$ cat config.mk
export PLATFORM = sky130hd
export DESIGN_NAME = line_assembler8
export DESIGN_NICKNAME = d
export VERILOG_FILES = /design/src/rtl/line_pkg.sv /design/src/rtl/line_assembler8_demux8.sv /design/src/rtl/line_assembler8.sv
export SDC_FILE = /design/constraint.sdc
export NUM_CORES = 1
export LEC_CHECK = 0
export CORE_ASPECT_RATIO = 0.6
export CORE_MARGIN = 2
export CORE_UTILIZATION = 45
export DETAILED_ROUTE_END_ITERATION = 6
export HOLD_SLACK_MARGIN = 0.1
export PLACE_DENSITY_LB_ADDON = 0.15
export SLEW_MARGIN = 20
export SYNTH_ARGS = -nofsm -noshare
export SYNTH_HDL_FRONTEND = slang
export SYNTH_SLANG_ARGS = --single-unit
$ cat constraint.sdc
create_clock -name clk -period 5.16 [get_ports clk]
set_input_delay 1.032 -clock clk [delete_from_list [all_inputs] [get_ports clk]]
set_output_delay 1.032 -clock clk [all_outputs]
set_load 0.005 [all_outputs]
$ cat src/rtl/line_pkg.sv
// Shared types for the beat-to-line assembler: beat count, slot index and FSM states.
package line_pkg;

  localparam int BEATS = 8;

  typedef logic [2:0] slot_idx_t;

  typedef enum logic [1:0] {IDLE, FILL, FULL} asm_state_t;

endpackage

$ cat src/rtl/line_assembler8_demux8.sv
// 3->8 one-hot write-enable decoder; selects which line slot captures the current beat.
module demux8
  import line_pkg::*;
(
  input  logic      [2:0] sel,
  input  logic            en,
  output logic      [7:0] we
);

  always_comb begin
    we      = '0;
    we[sel] = en;
  end

endmodule

$ cat src/rtl/line_assembler8.sv
// Collects 8 WIDTH-bit beats into one line, starting at slot start_sel and wrapping mod 8.
module line_assembler8
  import line_pkg::*;
#(
  parameter int WIDTH = 32
) (
  input  logic                 clk,
  input  logic                 rst_n,
  input  logic                 start,
  input  logic [2:0]           start_sel,
  input  logic                 abort,
  input  logic                 in_valid,
  output logic                 in_ready,
  input  logic [WIDTH-1:0]     in_data,
  output logic                 line_valid,
  input  logic                 line_ready,
  output logic [8*WIDTH-1:0]   line,
  output logic                 busy
);

  asm_state_t state;
  slot_idx_t  ptr;
  slot_idx_t  cnt;
  logic       beat;
  logic [7:0] we;

  assign in_ready   = (state == FILL);
  assign line_valid = (state == FULL);
  assign busy       = (state != IDLE);

  // abort takes priority over a beat presented in the same cycle
  assign beat = in_ready && in_valid && !abort;

  demux8 u_demux8 (
    .sel (ptr),
    .en  (beat),
    .we  (we)
  );

  always_ff @(posedge clk or negedge rst_n) begin
    if (!rst_n) begin
      state <= IDLE;
      ptr   <= '0;
      cnt   <= '0;
    end else begin
      case (state)
        IDLE: begin
          if (start) begin
            ptr   <= start_sel;
            cnt   <= '0;
            state <= FILL;
          end
        end
        FILL: begin
          if (abort) begin
            state <= IDLE;
          end else if (in_valid) begin
            ptr <= ptr + 3'd1;
            cnt <= cnt + 3'd1;
            if (cnt == 3'd7) state <= FULL;
          end
        end
        FULL: begin
          if (line_ready) state <= IDLE;
        end
        default: state <= IDLE;
      endcase
    end
  end

  always_ff @(posedge clk or negedge rst_n) begin
    if (!rst_n) begin
      line <= '0;
    end else begin
      for (int unsigned k = 0; k < BEATS; k++) begin
        if (we[k]) line[k*WIDTH +: WIDTH] <= in_data;
      end
    end
  end

endmodule

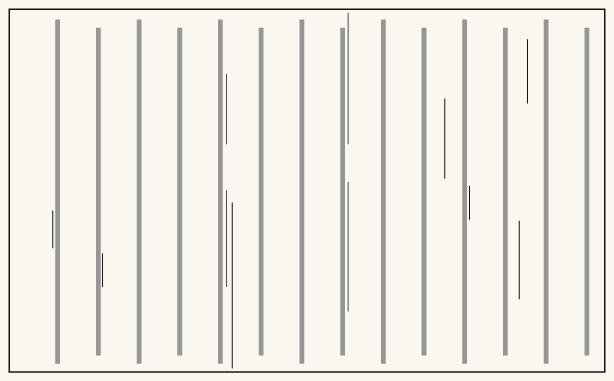
run_1/layer_met4.png
Scale: 3 px per µm. Supply wires on this layer in gray.
share of all routed wire: 1.2%
wire length on this layer: 304 µm

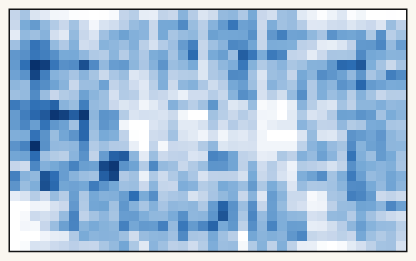
run_1/metal_density.png
Scale: 2 px per µm. The die is cut into 40 by 24 equal tiles; white is low, dark blue is high, scaled to the fullest tile. Values are wire area over tile area, all layers added.
nearly empty tiles: 3.3%
fullest tile: 0.45
tiles over half the peak: 28%
WL per Instance: 21.4 µm
final wirelength: 26300 µm
GR Util All Layers: 22.3%
routed vias: 6262

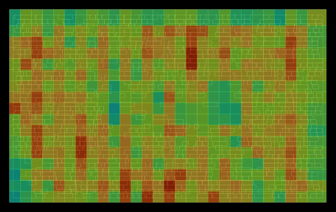
run_1/congestion.png
gr busiest metal: met2
post-layout util: 64.5%

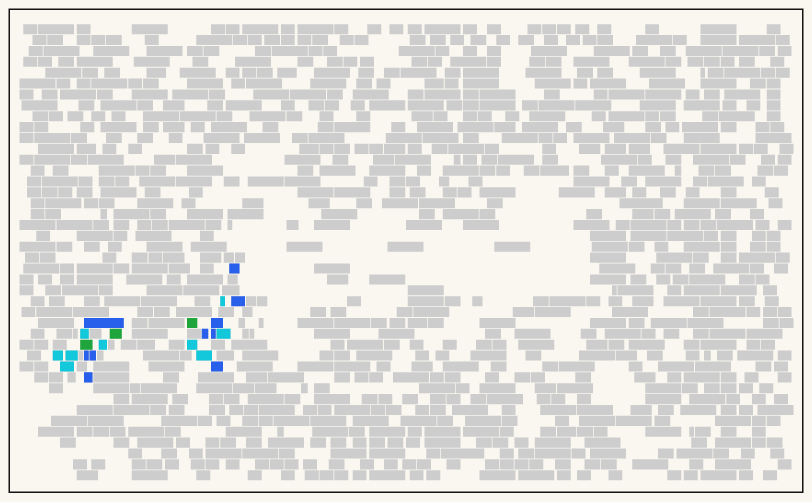
run_1/logic_types.png
Scale: 4 px per µm.
[blue] nand cells | cells: 10
[green] non-inverting ao/oa cells | cells: 3
[cyan] nor cells | cells: 9

[run 1: worst paths after layout]
kind,endpoint,slack (ns),depth (start not counted)
max,line[51],2.00,5
min reg2reg,line[198],0.48,1
max reg2reg,line[51],2.47,4
min in group asynchronous,line[181],0.59,1
min,line[198],0.48,1
max in group asynchronous,line[55],3.39,2
[run 1: cells in the final DEF (no fill, tap or decap), types with 3 or more instances in the layout]
| cell | synthesis | routed |
|---|---|---|
| inv_1 | 4 | 4 |
| ha_1 | 3 | 3 |
| clkbuf_16 | 0 | 25 |
| mux2_2 | 226 | 226 |
| mux2_4 | 30 | 30 |
| clkbuf_8 | 0 | 7 |
| clkinv_2 | 0 | 6 |
| buf_4 | 3 | 10 |
| o21ai_0 | 3 | 3 |
| clkbuf_1 | 3 | 4 |
| clkdlybuf4s50_1 | 0 | 298 |
| dfrtp_1 | 264 | 264 |
[run 1: power breakdown]
| group | internal, mW | total [mW] | switching (mW) |
|---|---|---|---|
| Combinational | 2.29 | 3.24 | 0.955 |
| Clock | 1.09 | 1.85 | 0.764 |
| Sequential | 2.99 | 3.53 | 0.542 |
| Total | 6.37 | 8.63 | 2.26 |
[run 1: cell families after synthesis]
family	count (synthesis)	share of synthesized area, %
AND-OR/OR-AND	9	0.616
adder cells (fa/ha/maj)	3	0.369
buffers and inverters	37	2.36
flip-flops	264	65.0
multiplexers	259	29.8
AND/OR/NAND/NOR	24	1.83
[run 1: metrics by stage]
stage / utilization, % / hold slack, ns / instances / cell area [µm²]
4_1_cts: 64.5 / 0.488 / 1226 / 14300
3_5_place_dp: 60.7 / 0.474 / 1181 / 13400
6_report: 64.5 / 0.485 / 1226 / 14300
3_3_place_gp: 60.7 / 0.472 / 1181 / 13400
5_1_grt: 64.5 / 0.509 / 1226 / 14300
2_1_floorplan: - / 0.457 / 596 / 10200
[run 1: layer usage]
metal	track usage [%]	up-vias
li1	-	2742
met1	31.9	3304
met2	35.2	192
met3	5.86	24
met4	3.48	0
met5	0	-
[run 1: area by class of cell]
| cell class | count | share of cell area (%) |
|---|---|---|
| clock buffer | 36 | 5.16 |
| clock inverter | 9 | 0.693 |
| inverter | 4 | 0.105 |
| multi-input combinational | 295 | 23.4 |
| sequential | 264 | 46.3 |
| tap | 308 | 2.70 |
| timing repair buffer | 310 | 21.7 |
[run 1: flip-flops by register name, indices dropped and copies added (netlist names)]
| register | flops |
|---|---|
| cnt | 3 |
| line | 256 |
| ptr | 3 |
| state | 2 |
==> out/results.ini, run 1 <==
[place]
place_ws_ns = 1.47
gp_congestion = 0.828

[logic_synthesis]
fp_nets = 640
synth-main-ff-cell = dfrtp_1
synthArstFlopShare_pct = 100
ys_top_cells_by_count = dfrtp_1 (264), mux2_2 (226), mux2_4 (30), buf_2 (15), buf_6 (9)

[detailed_routing]
routed.top_layer = met4
ant_nets = 0

[clocking]
h-tree-depth = 1
cts_setup_buffers = 0

[timing]
layout_setup_ws_ns = 2.00
max_freq_ghz = 0.317
layout_min_cycle_time_ns = 3.16
slew_headroom_pct = 28.0

[power]
power_mw = 8.63

[worst_setup_path]
crit_path_top_delay_cell = or4b_2
critPathMaxStageDelay_ns = 0.99
worstSetupStartpointType = primary input
critPathLaunch = in_valid

[floorplanning]
core_region_area_um2 = 22100
chip_area_um2 = 23800
initCoreUtil_pct = 45.9

[worst_hold_path]
min_from = line[198]

[global_routing]
antenna_found_initial = 0
grt_first_pass_wirelength_um = 40600

[cells_and_area]
comb_area_um2 = 3330
syn2layout_area_growth_pct = 40.4

[outcome]
status = complete, no violations

run_1/detail.png
Window x 84 to 114, y 21 to 51 µm. Cells in gray, sequential cells in the stronger gray; small squares are vias.
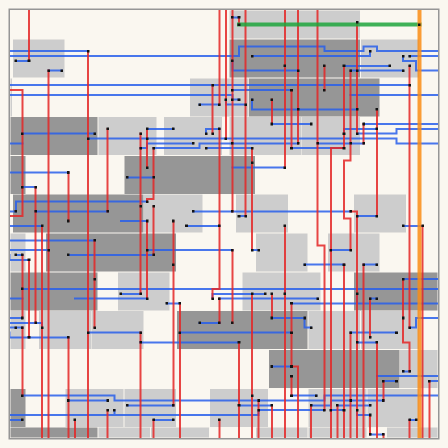

==> run 1 -> run 2 <==
--- a/config.mk
+++ b/config.mk
@@ -7,7 +7,7 @@
 export LEC_CHECK = 0
 export CORE_ASPECT_RATIO = 0.6
 export CORE_MARGIN = 2
-export CORE_UTILIZATION = 45
+export CORE_UTILIZATION = 43
 export DETAILED_ROUTE_END_ITERATION = 6
 export HOLD_SLACK_MARGIN = 0.1
 export PLACE_DENSITY_LB_ADDON = 0.15
==> constraint.sdc (replaced) <==
create_clock -name clk -period 2.7 [get_ports clk]
set_input_delay 0.54 -clock clk [delete_from_list [all_inputs] [get_ports clk]]
set_output_delay 0.54 -clock clk [all_outputs]
set_load 0.005 [all_outputs]
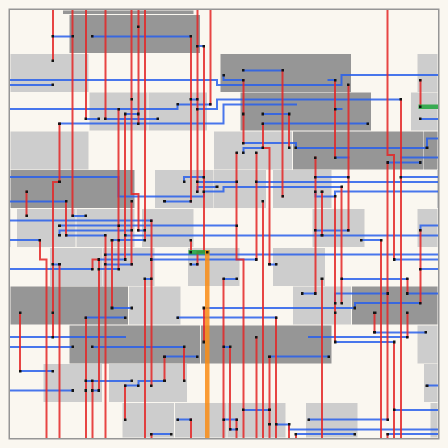
run_2/detail.png
Window x 86 to 116, y 22 to 52 µm. Cells in gray, sequential cells in the stronger gray; small squares are vias.
[green] metal 3
[orange] metal 4
[blue] metal 1
[red] metal 2
netlist names of flops here include: line (9)
sequential cells in the window: 9
most frequent: clkdlybuf4s50_1 (11), mux2_2 (9), dfrtp_1 (9)
cells with their middle in the window: 34

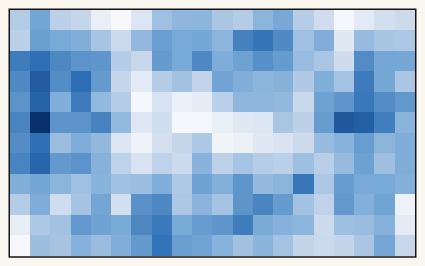
run_2/metal_density.png
Scale: 2 px per µm. The die is cut into 20 by 12 equal tiles; white is low, dark blue is high, scaled to the fullest tile. Values are wire area over tile area, all layers added.
emptiest ninth of the die: center
fullest tile: 0.41
tiles over half the peak: 33%
mean over tiles: 0.17

==> out/results.ini, run 2 <==
[cells_and_area]
final_cell_mix = clkdlybuf4s50_1 (298), dfrtp_1 (264), mux2_2 (226), mux2_4 (30), clkbuf_16 (25)
drive_gt1_share_pct = 36.0
lay_top_count = clkdlybuf4s50_1
syn2layout_area_growth_pct = 43.3
largest_register_ffs = 256
layoutNonFillerInstCount = 1248
final_util_pct = 62.9
reg_top3 = line x256, cnt x3, ptr x3
top_register = line

[logic_synthesis]
fp_nets = 640
ys_top_cells_by_count = dfrtp_1 (264), mux2_2 (226), mux2_4 (30), buf_2 (15), buf_6 (9)
synth-edff-count = 0
yosys.stat.seqShare_pct = 65.0
synthArstFlopShare_pct = 100
synth-main-ff-cell = dfrtp_1

[worst_setup_path]
crit_chain = nor2b_1 -> clkdlybuf4s50_1
critPathMaxStageDelay_ns = 0.58
crit_path_top_delay_cell = dfrtp_1
reg2reg_depth = 4
worstSetupStartpointType = flop
r2r_slack_ns = 0.48
r2r_end = line[39]
crit_fanout = 13

[worst_hold_path]
hold_path_depth = 1
min_to = cnt[0]
min_from = cnt[0]

[timing]
layout_min_cycle_time_ns = 2.44
hold_violations = 0
slew_headroom_pct = 57.4
max_freq_ghz = 0.409

[clocking]
cts_root_buffer = clkbuf_16
h-tree-depth = 1
clockBufferDepth = 3
cts_sinks = 264

[power]
irDropWorstVdd_uv = 600

[detailed_routing]
vias = 6253
wl_per_cell_um = 21.4
drt-total-wl_um = 26800
ant_nets = 0
dr.pass1.iters = 4

[floorplanning]
core_region_area_um2 = 23100
die_h_um = 123
initCoreUtil_pct = 43.9
chip_area_um2 = 24900

[outcome]
status = complete, no violations

[global_routing]
grt_first_pass_wirelength_um = 41400
track_usage_pct = 21.6
antenna_found_initial = 0

[place]
dp.cells = 1203
gp_congestion = 0.802

run 2: netlist changes by cell type in the layout (fill, tap and decap cells not counted):
cell,previous run,this run
clkinvlp_4,0,2
clkinv_2,6,8
inv_8,0,1
dlygate4sd3_1,0,1
clkinv_4,0,1
buf_12,1,12
bufinv_16,2,4
clkbuf_1,4,0
clkbuf_8,7,2
buf_4,10,14
run 2: report_power, final:
group          leakage, nW  total (mW)  switching [mW]  internal [mW]
clock network        0.425        3.64            1.50           2.14
registers             3.41        6.77            1.05           5.72
logic                 2.78        6.26            1.85           4.41
run 2: through the flow:
stage / power, mW / setup slack, ns / hold WS [ns] / cell area [µm²]
final: 16.7 / 0.255 / 0.489 / 14600
after global routing: 17.6 / 0.161 / 0.504 / 14600
after CTS: 16.9 / 0.216 / 0.491 / 14600
after detailed placement: 13.1 / -0.0126 / 0.482 / 13700
after global placement: 12.9 / 0.00113 / 0.471 / 13700
after floorplan: 8.63 / 0.713 / 0.244 / 10200
run 2: area by class of cell:
cell class / instances / area (µm²) / area share, %
Clock buffer: 27 / 653 / 4.49
Multi-Input combinational cell: 295 / 3330 / 22.9
Timing Repair Buffer: 326 / 3350 / 23.0
Sequential cell: 264 / 6610 / 45.4
Clock inverter: 17 / 204 / 1.40
Inverter: 4 / 15.0 / 0.103
Tap cell: 315 / 394 / 2.71
run 2: layer usage:
layer,up-vias,share of wire [%],routed length (µm),track usage [%]
met3,29,7.4,1980,6.80
met4,0,1.6,439,4.43
met1,3277,46,12200,30.2
met2,182,45,12100,33.5
met5,-,0,0,0
li1,2765,-,-,-
run 2: timing repair:
item                                   CTS  global route
setup buffers                            0             0
endpoints found under the hold margin   71             0
resized                                  0             0
hold buffers                             1             0
run 2: cells by family after synthesis:
logic type      Yosys count  synth area share, %
buf+inv                  37                 2.36
simple gates             24                 1.83
mux                     259                 29.8
flops                   264                 65.0
fa+ha+maj                 3                0.369
compound gates            9                0.616
run 2: worst max path at each step:
stage	startpoint	endpoint	slack [ns]	cells past startpoint
after floorplan	abort	line[32]	0.71	5
after global placement	abort	line[45]	0.001	5
after detailed placement	abort	line[33]	-0.01	5
after CTS	state[0]	in_ready	0.22	2
after global routing	state[0]	in_ready	0.16	2
final	state[0]	in_ready	0.26	2
run_2/layer_met4.png
Scale: 3 px per µm. Supply wires on this layer in gray.
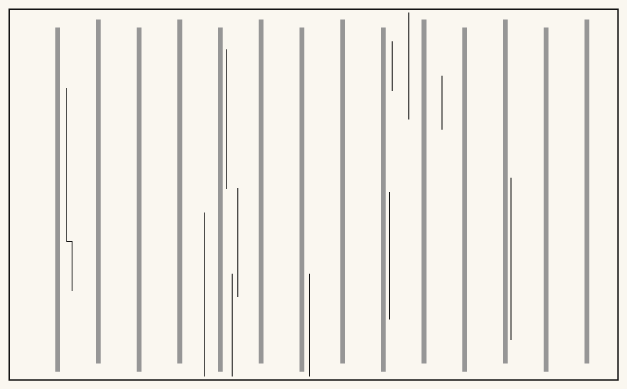

==> run 2 -> run 3 <==
--- a/config.mk
+++ b/config.mk
@@ -7,8 +7,9 @@
 export LEC_CHECK = 0
 export CORE_ASPECT_RATIO = 0.6
 export CORE_MARGIN = 2
-export CORE_UTILIZATION = 43
+export CORE_UTILIZATION = 45
 export DETAILED_ROUTE_END_ITERATION = 6
+export DONT_BUFFER_PORTS = 1
 export HOLD_SLACK_MARGIN = 0.1
 export PLACE_DENSITY_LB_ADDON = 0.15
 export SLEW_MARGIN = 20
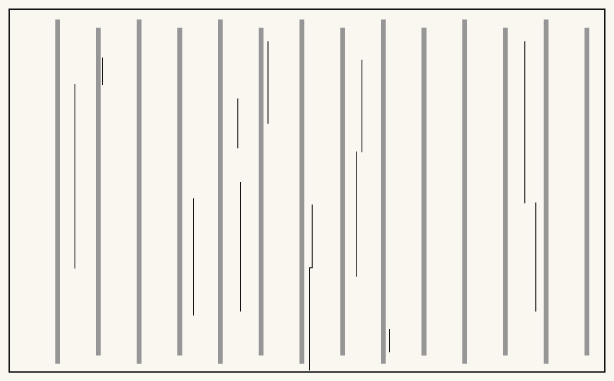
run_3/layer_met4.png
Scale: 3 px per µm. Supply wires on this layer in gray.
main direction: vertical
share of all routed wire: 1.8%

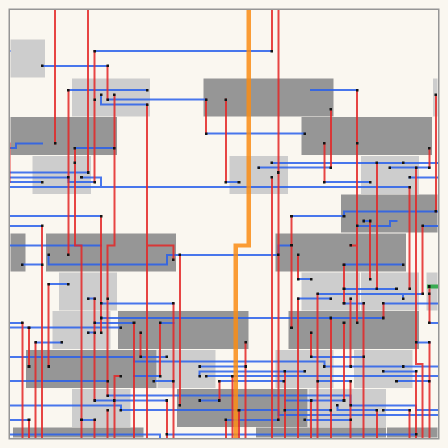
run_3/detail.png
Window x 84 to 114, y 21 to 51 µm. Cells in gray, sequential cells in the stronger gray; small squares are vias.
[orange] metal 4
[red] metal 2
[blue] metal 1
[green] metal 3
cells with their middle in the window: 23
sequential cells in the window: 10
netlist names of flops here include: line (10)
most frequent: mux2_2 (11), dfrtp_1 (10), mux2_4 (2)

==> out/results.ini, run 3 <==
[timing]
slew_headroom_pct = 49.7
layout_setup_ws_ns = 0.415
holdWs_ns = -0.266
layout_min_cycle_time_ns = 2.29
hold_violations = 264

[cells_and_area]
design_area_um2 = 11300
largest_register_ffs = 256
final_cell_mix = dfrtp_1 (264), mux2_2 (226), mux2_4 (30), clkbuf_16 (25), buf_4 (14)
syn2layout_area_growth_pct = 11.7
drive_gt1_share_pct = 51.8
reg_top3 = line x256, cnt x3, ptr x3
top_register = line

[worst_setup_path]
critPathMaxStageDelay_ns = 0.64
crit_fanout = 32
r2r_slack_ns = 0.41
worstSetupStartpointType = flop

[global_routing]
grt_first_pass_wirelength_um = 35400
track_usage_pct = 19.5
antenna_found_initial = 0

[floorplanning]
chip_area_um2 = 23800
initCoreUtil_pct = 45.9
die_h_um = 120

[clocking]
cts_root_buffer = clkbuf_16
cts_setup_buffers = 0
h-tree-depth = 1
clockBufferDepth = 3

[place]
place_ws_ns = 0.429
dpl_cell_area_um2 = 10500

[logic_synthesis]
yosys.stat.seqShare_pct = 65.0
ys_top_cells_by_count = dfrtp_1 (264), mux2_2 (226), mux2_4 (30), buf_2 (15), buf_6 (9)
synth-main-ff-cell = dfrtp_1

[detailed_routing]
ant_nets = 0
dr.pass1.iters = 4

[outcome]
status = finished with violations
violations = hold timing

[power]
irDropWorstVdd_uv = 511

[run 3: netlist changes by cell type in the layout (fill, tap and decap cells not counted), moves of 2 or more]
cell | before | now
clkbuf_8 | 2 | 6
buf_12 | 12 | 1
clkbuf_1 | 0 | 2
clkinv_2 | 8 | 3
clkdlybuf4s50_1 | 298 | 0
[run 3: power by group]
group	internal [mW]	total, mW	leakage [nW]	switching [mW]
Combinational	1.48	2.05	1.58	0.562
Clock	2.25	3.70	0.431	1.45
Sequential	5.73	7.37	3.41	1.65
[run 3: through the flow]
stage / instances / hold slack [ns]
after global placement: 886 / 0.250
after floorplan: 596 / 0.244
after detailed placement: 886 / 0.253
after global routing: 930 / -0.300
final: 930 / -0.266
after CTS: 930 / -0.292
[run 3: layer usage]
metal / global-route usage, % / wire length (µm)
met5: 0 / 0
met4: 4.37 / 420
met3: 7.53 / 2120
met2: 30.9 / 11000
met1: 25.5 / 9880
[run 3: logic make-up (layout without fill, tap and decap cells)]
family,after synthesis,count (layout),share of synthesized area [%]
adder cells (fa/ha/maj),3,3,0.369
buffers and inverters,37,63,2.36
flip-flops,264,264,65.0
AND/OR/NAND/NOR,24,24,1.83
AND-OR/OR-AND,9,9,0.616
multiplexers,259,259,29.8
[run 3: how the worst max path moves through the flow]
| stage | to | cells after the start | from |
|---|---|---|---|
| 6_report | line[70] | 4 | state[0] |
| 5_1_grt | line[70] | 4 | state[0] |
| 4_1_cts | line[70] | 4 | state[0] |
| 3_5_place_dp | line[70] | 4 | abort |
| 3_3_place_gp | line[70] | 4 | abort |
| 2_1_floorplan | line[32] | 5 | abort |
[run 3: area by class of cell]
cell class              instances  area, µm²  share of cell area (%)
clock buffers                  33        716                    6.31
clock inverters                11        168                    1.48
inverters                       4       15.0                   0.132
multi-input cells             295       3330                    29.4
flip-flops and latches        264       6610                    58.2
well taps                     308        385                    3.40
repair buffers                 15        125                    1.10
No activity file was given, so power comes from the tool's default toggle rates.
